Fig. 1: run 1, track usage over the die
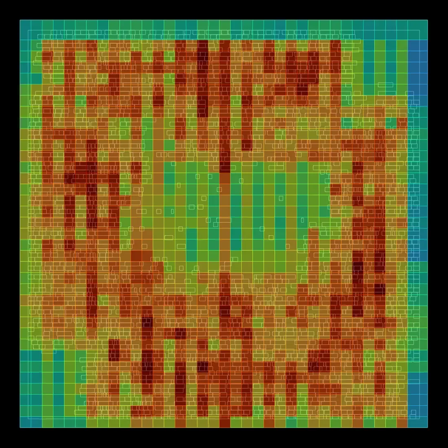
Fig. 2: run 1, signal metal coverage by tile
Drawn at 1.5 px/um. The die is cut into 25 by 25 equal tiles; white is low, dark blue is high, scaled to the fullest tile. Values are wire area over tile area, all layers added.
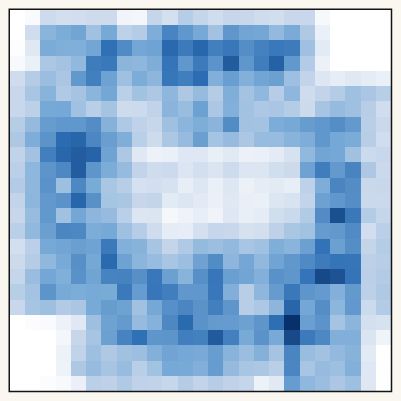
Fig. 3: run 1, M4 wires
Drawn at 2 px/um. Supply wires on this layer in gray.
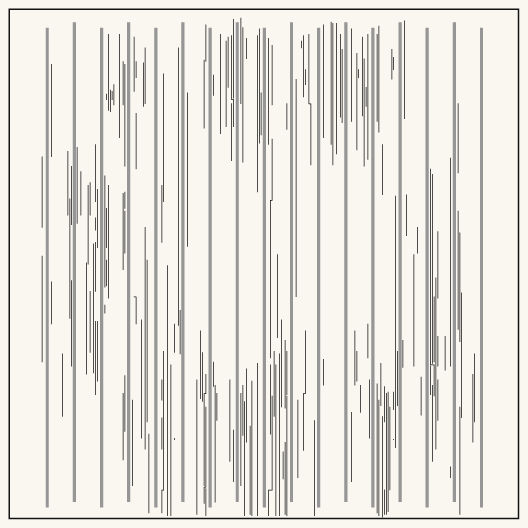
## src/rtl/axil_regfile_pkg.sv

```systemverilog
// axil_pkg: shared types and helpers for the AXI4-Lite register file.
// Response codes, channel FSM state encodings and the address-to-word-index
// decode used by both the write and read channels.
package axil_pkg;

    typedef enum logic [1:0] {
        OKAY   = 2'b00,
        EXOKAY = 2'b01,
        SLVERR = 2'b10,
        DECERR = 2'b11
    } resp_t;

    typedef enum logic {
        W_COLLECT = 1'b0,
        W_RESP    = 1'b1
    } wstate_t;

    typedef enum logic {
        R_IDLE = 1'b0,
        R_RESP = 1'b1
    } rstate_t;

    // Widest address the decode helper accepts; callers zero-extend into it.
    localparam int MAX_ADDR_W = 64;

    // Drops the byte-offset bits so the result counts whole data words.
    function automatic logic [MAX_ADDR_W-1:0] word_index(
        input logic [MAX_ADDR_W-1:0] addr,
        input int unsigned           data_w
    );
        return (data_w == 64) ? (addr >> 3) : (addr >> 2);
    endfunction

endpackage

```

## src/rtl/axil_regfile_if.sv

```systemverilog
// axil_regfile_if: the five AXI4-Lite channels bundled for the register file.
// The host side uses the master modport, the register file the slave modport.
interface axil_regfile_if #(
    parameter int ADDR_W = 8,
    parameter int DATA_W = 32
);
    logic [ADDR_W-1:0]   AWADDR;
    logic                AWVALID;
    logic                AWREADY;
    logic [DATA_W-1:0]   WDATA;
    logic [DATA_W/8-1:0] WSTRB;
    logic                WVALID;
    logic                WREADY;
    logic [1:0]          BRESP;
    logic                BVALID;
    logic                BREADY;
    logic [ADDR_W-1:0]   ARADDR;
    logic                ARVALID;
    logic                ARREADY;
    logic [DATA_W-1:0]   RDATA;
    logic [1:0]          RRESP;
    logic                RVALID;
    logic                RREADY;

    modport master (
        output AWADDR, AWVALID, input  AWREADY,
        output WDATA, WSTRB, WVALID, input WREADY,
        input  BRESP, BVALID, output BREADY,
        output ARADDR, ARVALID, input ARREADY,
        input  RDATA, RRESP, RVALID, output RREADY
    );

    modport slave (
        input  AWADDR, AWVALID, output AWREADY,
        input  WDATA, WSTRB, WVALID, output WREADY,
        output BRESP, BVALID, input BREADY,
        input  ARADDR, ARVALID, output ARREADY,
        output RDATA, RRESP, RVALID, input RREADY
    );
endinterface

```

## src/rtl/axil_regfile_store.sv

```systemverilog
// axil_regfile_store: the register array behind the AXI-Lite channels.
// Holds NUM_REGS words, applies byte-strobe merging and read-only protection,
// and exposes every register on a flat bus.
// Build option AXIL_REGFILE_WSTRB_EN: when defined, only byte lanes with a set
// strobe are written; otherwise every accepted write replaces the whole word.
module axil_regfile_store #(
    parameter int                   DATA_W   = 32,
    parameter int                   NUM_REGS = 16,
    parameter int                   IDX_W    = 4,
    parameter logic [NUM_REGS-1:0]  RO_MASK  = '0,
    parameter logic [DATA_W-1:0]    RST_VAL  = '0
) (
    input  logic                       clk,
    input  logic                       rst,
    input  logic                       wr_en,
    input  logic [IDX_W-1:0]           wr_idx,
    input  logic [DATA_W-1:0]          wr_data,
    input  logic [DATA_W/8-1:0]        wr_strb,
    output logic                       wr_ro,
    input  logic [IDX_W-1:0]           rd_idx,
    output logic [DATA_W-1:0]          rd_data,
    output logic [NUM_REGS*DATA_W-1:0] regs_o
);

    logic [DATA_W-1:0] regs [NUM_REGS];
    logic [DATA_W-1:0] merged;

    // Look up the protection bit of the register addressed by the write.
    always_comb begin
        wr_ro = 1'b0;
        for (int i = 0; i < NUM_REGS; i++) begin
            if (wr_idx == IDX_W'(i)) wr_ro = RO_MASK[i];
        end
    end

`ifdef AXIL_REGFILE_WSTRB_EN
    logic [DATA_W-1:0] cur;

    // Fetch the current word and overlay only the strobed byte lanes.
    always_comb begin
        cur = '0;
        for (int i = 0; i < NUM_REGS; i++) begin
            if (wr_idx == IDX_W'(i)) cur = regs[i];
        end
        merged = cur;
        for (int b = 0; b < DATA_W/8; b++) begin
            if (wr_strb[b]) merged[b*8 +: 8] = wr_data[b*8 +: 8];
        end
    end
`else
    logic unused_strb;
    assign unused_strb = ^wr_strb;
    assign merged      = wr_data;
`endif

    // Register array: reset to RST_VAL, updated only on an accepted write.
    always_ff @(posedge clk or posedge rst) begin
        if (rst) begin
            for (int i = 0; i < NUM_REGS; i++) regs[i] <= RST_VAL;
        end else begin
            for (int i = 0; i < NUM_REGS; i++) begin
                if (wr_en && (wr_idx == IDX_W'(i))) regs[i] <= merged;
            end
        end
    end

    // Read mux; indices with no register behind them read as zero.
    always_comb begin
        rd_data = '0;
        for (int i = 0; i < NUM_REGS; i++) begin
            if (rd_idx == IDX_W'(i)) rd_data = regs[i];
        end
    end

    genvar g;
    generate
        for (g = 0; g < NUM_REGS; g++) begin : g_flat
            assign regs_o[g*DATA_W +: DATA_W] = regs[g];
        end
    endgenerate

endmodule

```

## src/rtl/axil_regfile.sv

```systemverilog
// axil_regfile: parametrised AXI4-Lite slave register file.
// Owns the write channel FSM (W_COLLECT/W_RESP), the read channel FSM
// (R_IDLE/R_RESP) and address decode; storage lives in axil_regfile_store.
// Build option AXIL_REGFILE_WSTRB_EN selects byte-lane writes in the store.
module axil_regfile
    import axil_pkg::*;
#(
    parameter int                  ADDR_W   = 8,
    parameter int                  DATA_W   = 32,
    parameter int                  NUM_REGS = 16,
    parameter logic [NUM_REGS-1:0] RO_MASK  = '0,
    parameter logic [DATA_W-1:0]   RST_VAL  = '0
) (
    input  logic                       ACLK,
    input  logic                       ARESET,
    axil_regfile_if.slave              bus,
    output logic [NUM_REGS*DATA_W-1:0] regs_o
);

    localparam int IDX_W = (NUM_REGS > 1) ? $clog2(NUM_REGS) : 1;

    logic                  bus_up;

    wstate_t               wstate;
    logic                  aw_full;
    logic                  w_full;
    logic [ADDR_W-1:0]     aw_addr;
    logic [DATA_W-1:0]     w_data;
    logic [DATA_W/8-1:0]   w_strb;
    resp_t                 bresp;
    logic                  bvalid;

    rstate_t               rstate;
    logic [DATA_W-1:0]     rdata;
    resp_t                 rresp;
    logic                  rvalid;

    logic [MAX_ADDR_W-1:0] aw_word;
    logic [MAX_ADDR_W-1:0] ar_word;
    logic                  aw_in_range;
    logic                  ar_in_range;
    logic                  aw_ready;
    logic                  w_ready;
    logic                  ar_ready;
    logic                  commit;
    logic                  wr_en;
    logic                  wr_ro;
    logic [DATA_W-1:0]     rd_data;

    assign aw_word     = word_index(MAX_ADDR_W'(aw_addr), DATA_W);
    assign ar_word     = word_index(MAX_ADDR_W'(bus.ARADDR), DATA_W);
    assign aw_in_range = aw_word < MAX_ADDR_W'(NUM_REGS);
    assign ar_in_range = ar_word < MAX_ADDR_W'(NUM_REGS);

    assign aw_ready = bus_up && (wstate == W_COLLECT) && !aw_full;
    assign w_ready  = bus_up && (wstate == W_COLLECT) && !w_full;
    assign ar_ready = bus_up && (rstate == R_IDLE);
    assign commit   = (wstate == W_COLLECT) && aw_full && w_full;
    assign wr_en    = commit && aw_in_range && !wr_ro;

    assign bus.AWREADY = aw_ready;
    assign bus.WREADY  = w_ready;
    assign bus.BVALID  = bvalid;
    assign bus.BRESP   = bresp;
    assign bus.ARREADY = ar_ready;
    assign bus.RVALID  = rvalid;
    assign bus.RRESP   = rresp;
    assign bus.RDATA   = rdata;

    // Keeps all readies low until the first clock edge after reset release.
    always_ff @(posedge ACLK or posedge ARESET) begin
        if (ARESET) bus_up <= 1'b0;
        else        bus_up <= 1'b1;
    end

    // Write channel: collect AW and W independently, commit, then hold B.
    always_ff @(posedge ACLK or posedge ARESET) begin
        if (ARESET) begin
            wstate  <= W_COLLECT;
            aw_full <= 1'b0;
            w_full  <= 1'b0;
            aw_addr <= '0;
            w_data  <= '0;
            w_strb  <= '0;
            bvalid  <= 1'b0;
            bresp   <= OKAY;
        end else begin
            case (wstate)
                W_COLLECT: begin
                    if (aw_ready && bus.AWVALID) begin
                        aw_full <= 1'b1;
                        aw_addr <= bus.AWADDR;
                    end
                    if (w_ready && bus.WVALID) begin
                        w_full <= 1'b1;
                        w_data <= bus.WDATA;
                        w_strb <= bus.WSTRB;
                    end
                    if (commit) begin
                        bvalid <= 1'b1;
                        wstate <= W_RESP;
                        if (!aw_in_range)  bresp <= DECERR;
                        else if (wr_ro)    bresp <= SLVERR;
                        else               bresp <= OKAY;
                    end
                end
                W_RESP: begin
                    if (bus.BREADY) begin
                        bvalid  <= 1'b0;
                        aw_full <= 1'b0;
                        w_full  <= 1'b0;
                        wstate  <= W_COLLECT;
                    end
                end
                default: wstate <= W_COLLECT;
            endcase
        end
    end

    // Read channel: sample the addressed word on AR, hold R until accepted.
    always_ff @(posedge ACLK or posedge ARESET) begin
        if (ARESET) begin
            rstate <= R_IDLE;
            rvalid <= 1'b0;
            rresp  <= OKAY;
            rdata  <= '0;
        end else begin
            case (rstate)
                R_IDLE: begin
                    if (ar_ready && bus.ARVALID) begin
                        rvalid <= 1'b1;
                        rstate <= R_RESP;
                        if (ar_in_range) begin
                            rdata <= rd_data;
                            rresp <= OKAY;
                        end else begin
                            rdata <= '0;
                            rresp <= DECERR;
                        end
                    end
                end
                R_RESP: begin
                    if (bus.RREADY) begin
                        rvalid <= 1'b0;
                        rstate <= R_IDLE;
                    end
                end
                default: rstate <= R_IDLE;
            endcase
        end
    end

    axil_regfile_store #(
        .DATA_W   (DATA_W),
        .NUM_REGS (NUM_REGS),
        .IDX_W    (IDX_W),
        .RO_MASK  (RO_MASK),
        .RST_VAL  (RST_VAL)
    ) u_store (
        .clk     (ACLK),
        .rst     (ARESET),
        .wr_en   (wr_en),
        .wr_idx  (aw_word[IDX_W-1:0]),
        .wr_data (w_data),
        .wr_strb (w_strb),
        .wr_ro   (wr_ro),
        .rd_idx  (ar_word[IDX_W-1:0]),
        .rd_data (rd_data),
        .regs_o  (regs_o)
    );

endmodule

```

## src/flat_wrapper.sv

```systemverilog
// flat-port wrapper written by rule: the top's interface ports become plain ports
module axil_regfile_flat import axil_pkg::*;
#(
    parameter int                  ADDR_W   = 8,
    parameter int                  DATA_W   = 32,
    parameter int                  NUM_REGS = 16,
    parameter logic [NUM_REGS-1:0] RO_MASK  = '0,
    parameter logic [DATA_W-1:0]   RST_VAL  = '0
)
  (ACLK, ARESET, regs_o, bus_AWADDR, bus_AWVALID, bus_AWREADY, bus_WDATA, bus_WSTRB, bus_WVALID, bus_WREADY, bus_BRESP, bus_BVALID, bus_BREADY, bus_ARADDR, bus_ARVALID, bus_ARREADY, bus_RDATA, bus_RRESP, bus_RVALID, bus_RREADY);
  axil_regfile_if #(.ADDR_W(ADDR_W), .DATA_W(DATA_W)) bus_i ();
  input  logic ACLK;
  input  logic ARESET;
  output logic [NUM_REGS*DATA_W-1:0] regs_o;
  input wire logic [$bits(bus_i.AWADDR)-1:0] bus_AWADDR;
  input wire logic [$bits(bus_i.AWVALID)-1:0] bus_AWVALID;
  output wire logic [$bits(bus_i.AWREADY)-1:0] bus_AWREADY;
  input wire logic [$bits(bus_i.WDATA)-1:0] bus_WDATA;
  input wire logic [$bits(bus_i.WSTRB)-1:0] bus_WSTRB;
  input wire logic [$bits(bus_i.WVALID)-1:0] bus_WVALID;
  output wire logic [$bits(bus_i.WREADY)-1:0] bus_WREADY;
  output wire logic [$bits(bus_i.BRESP)-1:0] bus_BRESP;
  output wire logic [$bits(bus_i.BVALID)-1:0] bus_BVALID;
  input wire logic [$bits(bus_i.BREADY)-1:0] bus_BREADY;
  input wire logic [$bits(bus_i.ARADDR)-1:0] bus_ARADDR;
  input wire logic [$bits(bus_i.ARVALID)-1:0] bus_ARVALID;
  output wire logic [$bits(bus_i.ARREADY)-1:0] bus_ARREADY;
  output wire logic [$bits(bus_i.RDATA)-1:0] bus_RDATA;
  output wire logic [$bits(bus_i.RRESP)-1:0] bus_RRESP;
  output wire logic [$bits(bus_i.RVALID)-1:0] bus_RVALID;
  input wire logic [$bits(bus_i.RREADY)-1:0] bus_RREADY;
  assign bus_i.AWADDR = bus_AWADDR;
  assign bus_i.AWVALID = bus_AWVALID;
  assign bus_AWREADY = bus_i.AWREADY;
  assign bus_i.WDATA = bus_WDATA;
  assign bus_i.WSTRB = bus_WSTRB;
  assign bus_i.WVALID = bus_WVALID;
  assign bus_WREADY = bus_i.WREADY;
  assign bus_BRESP = bus_i.BRESP;
  assign bus_BVALID = bus_i.BVALID;
  assign bus_i.BREADY = bus_BREADY;
  assign bus_i.ARADDR = bus_ARADDR;
  assign bus_i.ARVALID = bus_ARVALID;
  assign bus_ARREADY = bus_i.ARREADY;
  assign bus_RDATA = bus_i.RDATA;
  assign bus_RRESP = bus_i.RRESP;
  assign bus_RVALID = bus_i.RVALID;
  assign bus_i.RREADY = bus_RREADY;
  axil_regfile #(.ADDR_W(ADDR_W), .DATA_W(DATA_W), .NUM_REGS(NUM_REGS), .RO_MASK(RO_MASK), .RST_VAL(RST_VAL)) u_core (.ACLK(ACLK), .ARESET(ARESET), .bus(bus_i), .regs_o(regs_o));
endmodule
```

## config.mk

```make
export PLATFORM = sky130hd
export DESIGN_NAME = axil_regfile_flat
export DESIGN_NICKNAME = d
export VERILOG_FILES = /design/src/rtl/axil_regfile_pkg.sv /design/src/rtl/axil_regfile_if.sv /design/src/rtl/axil_regfile_store.sv /design/src/rtl/axil_regfile.sv /design/src/flat_wrapper.sv
export SDC_FILE = /design/constraint.sdc
export NUM_CORES = 1
export LEC_CHECK = 0
export CORE_MARGIN = 5
export CORE_UTILIZATION = 46
export DETAILED_ROUTE_END_ITERATION = 7
export HOLD_SLACK_MARGIN = 0.12
export PLACE_DENSITY = 0.77
export SETUP_SLACK_MARGIN = 0.3
export SYNTH_ARGS = -nofsm -noshare
export SYNTH_HDL_FRONTEND = slang
export SYNTH_SLANG_ARGS = --single-unit
```

## constraint.sdc

```tcl
create_clock -name ACLK -period 23.3 [get_ports ACLK]
set_input_delay 6.99 -clock ACLK [delete_from_list [all_inputs] [get_ports ACLK]]
set_output_delay 6.99 -clock ACLK [all_outputs]
set_load 0.01 [all_outputs]
```

==> Changelog: implementation, run 1 <==
### Changed

- Row count: 89
- Synth-to-Final Area Change: 32.01%
- Post-Route WL: 118400 um
- WP data arrival: 10510 ps
- Initial antenna violation count: 5
- Clock root cell: clkbuf_16
- Total power draw: 4.295 mW
- Max IR drop VDD: 0.08260 mV
- Max-cap viol count: 0
- CTS H-tree lvls: 2
- Highest clock rate: 99.78 MHz
- Gr usage total: 35.35%
- CTS resizes: 0
- FF-to-FF Start: u_core.wstate
- Main synth FF type: dfrtp_1
- Number of buffers created by CTS: 61
- Worst Hold End: u_core.bus.RVALID
- # clock sinks: 591
- Depth of the worst hold-timing path: 2
- Leakage: 16.21 nW
- Vias in the first global route: 22760
- Fillers: 4499
- HP Class: reg -> reg
- Ys cells: 2136
- Reg2Reg Depth: 5
- CTS tree: built
- Die Size: 64460 um^2
- CP required: 23790 ps
- Post-CTS setup buffers: 0
- Cells after Synth: 2136
- Tmin final: 10020 ps
- Total number of vias: 22710
- # nets final: 2714
- Critical path launch point type: primary input
- YS chip area: 27360 um^2
- Maximum number of pins on one net before global-route repair: 193
- Post-synth EDFFs: 0
- Yosys top cell by area: dfrtp_1
- Sequential cell area: 14790 um^2
- Syn_nets: 2195
- Max Root-Sink Buffers: 3
- GP Congestion: 0.9059
- Worst-path clk slew: 60 ps
- Run status: completed
- Congestion Overflow GR: 0
- Sequential share of the synthesized area: 54.05%
## Picture notes: Fig. 1
grt peak-use layer: met2
final core occ: 61.20%
met1 GRT Util: 46.66%

## Picture notes: Fig. 2
- tiles over half the peak: 33%
- emptiest ninth of the die: center
- mean over tiles: 0.32
- nearly empty tiles: 5.8%

## Picture notes: Fig. 3
- main direction: vertical
- longest straight run: 139 um

-- run 1: worst max-delay path: stages --
cell      delay [ps]
clkbuf_8         440
buf_4            900
nor2b_4         1130
a221oi_1         230
a41o_1           260
a211oi_1         270
o221ai_1         140
-- run 1: metal layers --
layer	global-route usage, %	vias up	part of all wire [%]
met5	0	-	0.051
met4	17.06	6	6.2
met3	9.559	402	11
met2	54.46	1605	45
met1	46.66	11730	38
li1	-	8966	-
-- run 1: report_power, final --
| part | internal (mW) | leakage (nW) | switching, mW |
|---|---|---|---|
| sequential | 1.36 | 8.05 | 0.452 |
| combinational | 0.845 | 7.13 | 0.617 |
| clock | 0.593 | 1.03 | 0.427 |
| total | 2.80 | 16.2 | 1.50 |
-- run 1: layout by cell type (no fill, tap or decap), types with 30 or more instances in the layout --
master,count
clkdlybuf4s50_1,599
dfrtp_1,591
mux2_2,526
a21oi_1,95
o21ai_0,86
nand2_1,74
clkbuf_16,61
mux2i_1,54
nor2_1,50
buf_4,48
o22ai_1,34
mux2_4,30
a22oi_1,30
-- run 1: logic make-up after synthesis --
family | count (synthesis) | share of synthesized area [%]
flip-flops | 591 | 54.05
buffers and inverters | 213 | 3.466
multiplexers | 624 | 26.09
AND-OR/OR-AND | 451 | 11.56
XOR/XNOR | 1 | 0.05946
AND/OR/NAND/NOR | 255 | 4.765
other | 1 | 0.01370
-- run 1: registers in the layout, indices dropped and copies added (netlist names), 6 cells and up --
signal                 flops
u_core.w_data             32
u_core.u_store.regs_o    512
u_core.aw_addr             6
u_core.bus.RDATA          32
-- run 1: final cells by class --
cell class | count | share of cell area [%]
inverters | 18 | 0.2009
flip-flops and latches | 591 | 40.94
well taps | 773 | 2.678
repair buffers | 651 | 17.78
diodes | 1 | 0.006928
multi-input cells | 1332 | 32.64
clock buffers | 88 | 4.895
clock inverters | 27 | 0.8591
-- run 1: metrics by stage --
step / cells / hold slack (ps) / worst slack (ps) / utilization, % / instance area [um^2]
after detailed placement: 3365 / 473.4 / 12730 / 57.68 / 34040
after floorplan: 2136 / 494.9 / 8253 / - / 27370
final: 3481 / 483.6 / 13280 / 61.20 / 36120
after CTS: 3480 / 488.4 / 13390 / 61.20 / 36120
after global placement: 3365 / 470.0 / 12790 / 57.68 / 34040
after global routing: 3481 / 503.5 / 12930 / 61.20 / 36120
-- run 1: how the worst max path moves through the flow --
stage                        startpoint                        to
after global routing             ARESET          u_core.w_data[2]
after CTS                        ARESET          u_core.w_data[2]
final                     bus_ARADDR[3]      u_core.bus.RDATA[14]
after global placement    bus_ARADDR[3]      u_core.bus.RDATA[14]
after detailed placement         ARESET  u_core.u_store.regs_o[1]
after floorplan                  ARESET         u_core.aw_addr[2]
Fig. 4: run 1, layout detail
Region (112, 61) to (142, 91) um. Cells in gray, sequential cells in the stronger gray; small squares are vias.
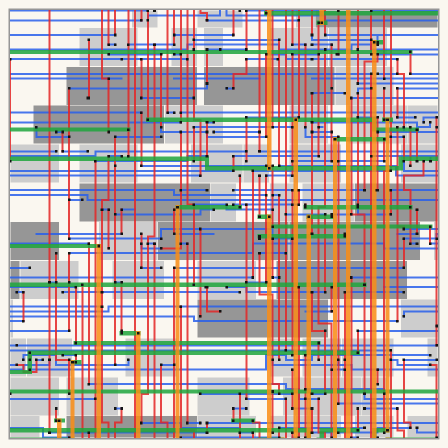

==> run 1 -> run 2 <==
--- a/config.mk
+++ b/config.mk
@@ -6,10 +6,10 @@
 export NUM_CORES = 1
 export LEC_CHECK = 0
 export CORE_MARGIN = 5
-export CORE_UTILIZATION = 46
+export CORE_UTILIZATION = 51
 export DETAILED_ROUTE_END_ITERATION = 7
 export HOLD_SLACK_MARGIN = 0.12
-export PLACE_DENSITY = 0.77
+export PLACE_DENSITY = 0.81
 export SETUP_SLACK_MARGIN = 0.3
 export SYNTH_ARGS = -nofsm -noshare
 export SYNTH_HDL_FRONTEND = slang
==> constraint.sdc (replaced) <==
create_clock -name ACLK -period 10.35 [get_ports ACLK]
set_input_delay 3.105 -clock ACLK [delete_from_list [all_inputs] [get_ports ACLK]]
set_output_delay 3.105 -clock ACLK [all_outputs]
set_load 0.01 [all_outputs]
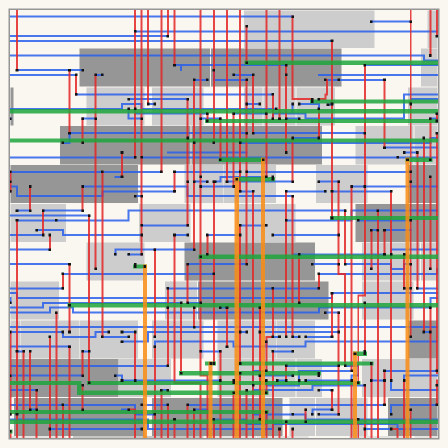
Fig. 5. Layout detail (run 2).
Region (106, 57) to (136, 87) um. Cells in gray, sequential cells in the stronger gray; small squares are vias.
- orange: metal 4
- green: metal 3
- blue: metal 1
- red: metal 2
- cells with their middle in the window: 42
- sequential cells in the window: 11
- most frequent: dfrtp_1 (11), clkdlybuf4s50_1 (9), mux2_2 (8)
- netlist names of flops here include: `u_core.u_store.regs_o` (9), `u_core.w_data` (2)

==> run 2 against run 1 <==
  * Clock skew down 2.0 ps
  * Register-to-register slack worse by 13000 ps
  * Cell count down 2.8%
  * Clock power up 120%
  * Die area down 9.4%
  * Highest routed layer is now met4
  * Final area down 0.70%
  * Core utilization up 6.6 points
  * Wire length down 0.91%
  * Largest cell class unchanged
  * Synthesized area unchanged
  * Critical path depth unchanged
  * Critical path type unchanged
==> Changelog: implementation, run 2 <==
### Changed

- Dpl ws: 3681 ps (-9050 ps)
- Sequential share of the synthesized area: 54.05% (unchanged)
- Highest clock rate: 163.0 MHz
- CP required: 10900 ps (-12890 ps)
- FF-to-FF Start: u_core.wstate
- Max-area cell share: 54.05%
- Critical path launch point type: primary input
- Internal power: 6.211 mW (+120%)
- Post-synth EDFFs: 0 (unchanged)
- Net Sw Frac: 35.19% (+0.35 points)
- Worst setup endpoint: u_core.bus.RDATA[10]
- Final instance area: 35870 um^2 (-0.70%)
- Max Fanout on Critical Path: 50
- Gr usage total: 38.53% (+3.2 points)
- CTS tree: built
- Comb pwr share: 34.5% (+0.4 points)
- Total power draw: 9.583 mW (+120%)
- # clock sinks: 591 (unchanged)
- Max Root-Sink Buffers: 3 (unchanged)
- Clock share of power: 22.9% (-0.9 points)
- Drt wl/cell: 34.67 um
- Congestion Overflow GR: 0 (unchanged)
- Maximum number of pins on one net before global-route repair: 178 (-7.8%)
- Ys cells: 2136 (unchanged)
- HP Class: reg -> reg
- Fillers: 3747 (-17%)
- Initial antenna violation count: 1 (-4)
- Synth-to-Final Area Change: 31.09%
- Max IR drop VDD: 0.2099 mV (+150%)
- Clock skew: 16.18 ps
- Syn_nets: 2195 (unchanged)
- # nets final: 2706 (-0.29%)
- Worst Setup SP: bus_ARADDR[4]
- Top cell excl fill/tap: clkdlybuf4s50_1
- Run status: completed
- Switching pwr: 3.372 mW (+130%)
- Max-cap viol count: 0 (unchanged)
- Total number of vias: 22960 (+1.1%)
- Flop pwr share: 42.5% (+0.3 points)
- Top Layout Cells: 599 x clkdlybuf4s50_1, 591 x dfrtp_1, 526 x mux2_2
- Number of buffers created by CTS: 59 (-3.3%)
- Cells after Synth: 2136 (unchanged)
- Yosys top cell by area: dfrtp_1
- Leakage: 16.11 nW (-0.62%)
- Main synth FF type: dfrtp_1
- CTS H-tree lvls: 2 (unchanged)
- Clock root cell: clkbuf_16
- CTS resizes: 0 (unchanged)
- YS chip area: 27360 um^2 (unchanged)
- Tmin final: 6136 ps
- Top-count cell post-synth: dfrtp_1
- Detailed-route DRC error count: 0
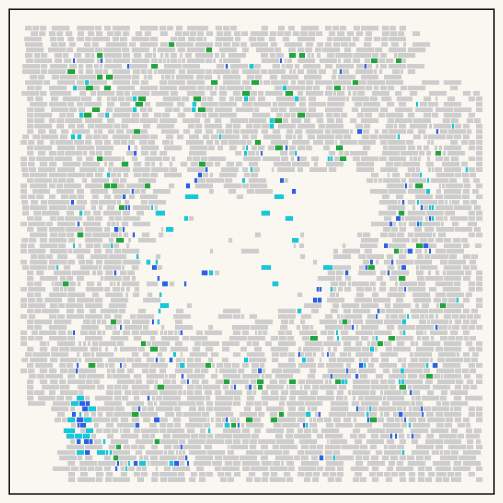
Fig. 6. Gate-type map (run 2).
Drawn at 2 px/um.
- green: AND-OR and OR-AND gates (cells 76; most used o221a_2; where widely spread)
- blue: NAND gates (cells 119; most used nand2_1)
- cyan: NOR gates (cells 111; most used nor2_1; where widely spread)

[run 2: area by class of cell]
type                       count  area (um^2)  share of cell area [%]
clock buffer                  84         1703                   4.747
inverter                      18        72.57                  0.2023
multi-input combinational   1332        11790                   32.87
antenna                        2        5.005                 0.01395
tap                          688        860.8                   2.400
timing repair buffer         645         6389                   17.81
sequential                   591        14790                   41.23
clock inverter                25        261.5                  0.7290
[run 2: kinds of logic (layout without fill, tap and decap cells)]
kind of cell,Yosys count,after routing,share of synthesized area (%)
multiplexers,624,624,26.09
flip-flops,591,591,54.05
AND-OR/OR-AND,451,451,11.56
AND/OR/NAND/NOR,255,255,4.765
buffers and inverters,213,772,3.466
other,1,3,0.01370
XOR/XNOR,1,1,0.05946
[run 2: stage by stage]
| step | utilization, % | hold slack, ps | instances | TNS [ps] |
|---|---|---|---|---|
| 2_1_floorplan | - | 494.9 | 2136 | -480090 |
| 3_3_place_gp | 64.12 | 465.7 | 3274 | 0 |
| 3_5_place_dp | 64.12 | 476.5 | 3274 | 0 |
| 4_1_cts | 67.84 | 497.2 | 3383 | 0 |
| 5_1_grt | 67.85 | 519.7 | 3384 | 0 |
| 6_report | 67.85 | 496.1 | 3385 | 0 |
[run 2: how the worst min path moves through the flow]
| stage | startpoint | end | slack, ps | depth (start not counted) |
|---|---|---|---|---|
| 4_1_cts | u_core.bus.RDATA[14] | u_core.bus.RDATA[14] | 500 | 2 |
| 3_3_place_gp | u_core.bus.RVALID | u_core.bus.RVALID | 470 | 2 |
| 5_1_grt | u_core.bus.RDATA[16] | u_core.bus.RDATA[16] | 520 | 2 |
| 6_report | u_core.bus.RDATA[16] | u_core.bus.RDATA[16] | 500 | 2 |
| 3_5_place_dp | u_core.bus.RVALID | u_core.bus.RVALID | 480 | 2 |
| 2_1_floorplan | u_core.aw_full | u_core.aw_full | 490 | 1 |
[run 2: power by group through the flow]
| stage | clock network (mW) | registers, mW | logic, mW |
|---|---|---|---|
| detailed placement | 0 | 4.05 | 3.28 |
| CTS | 2.20 | 4.02 | 3.31 |
| floorplan | 0 | 3.96 | 1.21 |
| finish | 2.20 | 4.08 | 3.31 |
| global route | 2.29 | 4.15 | 3.45 |
| global placement | 0 | 3.98 | 3.21 |
[run 2: worst max-delay path, cell delays in order]
cell	delay, ps
buf_4	540
buf_4	690
inv_1	360
nor2_4	780
nand2_1	420
o41ai_1	470
a311o_1	200
[run 2: layer usage]
| metal | wire length [um] | track usage (%) |
|---|---|---|
| met1 | 42750 | 49.22 |
| met2 | 52080 | 58.43 |
| met3 | 13920 | 11.83 |
| met4 | 8593 | 22.57 |
| met5 | 0 | 0 |
Power figures rest on the tool's default switching activity, not on a simulated workload.
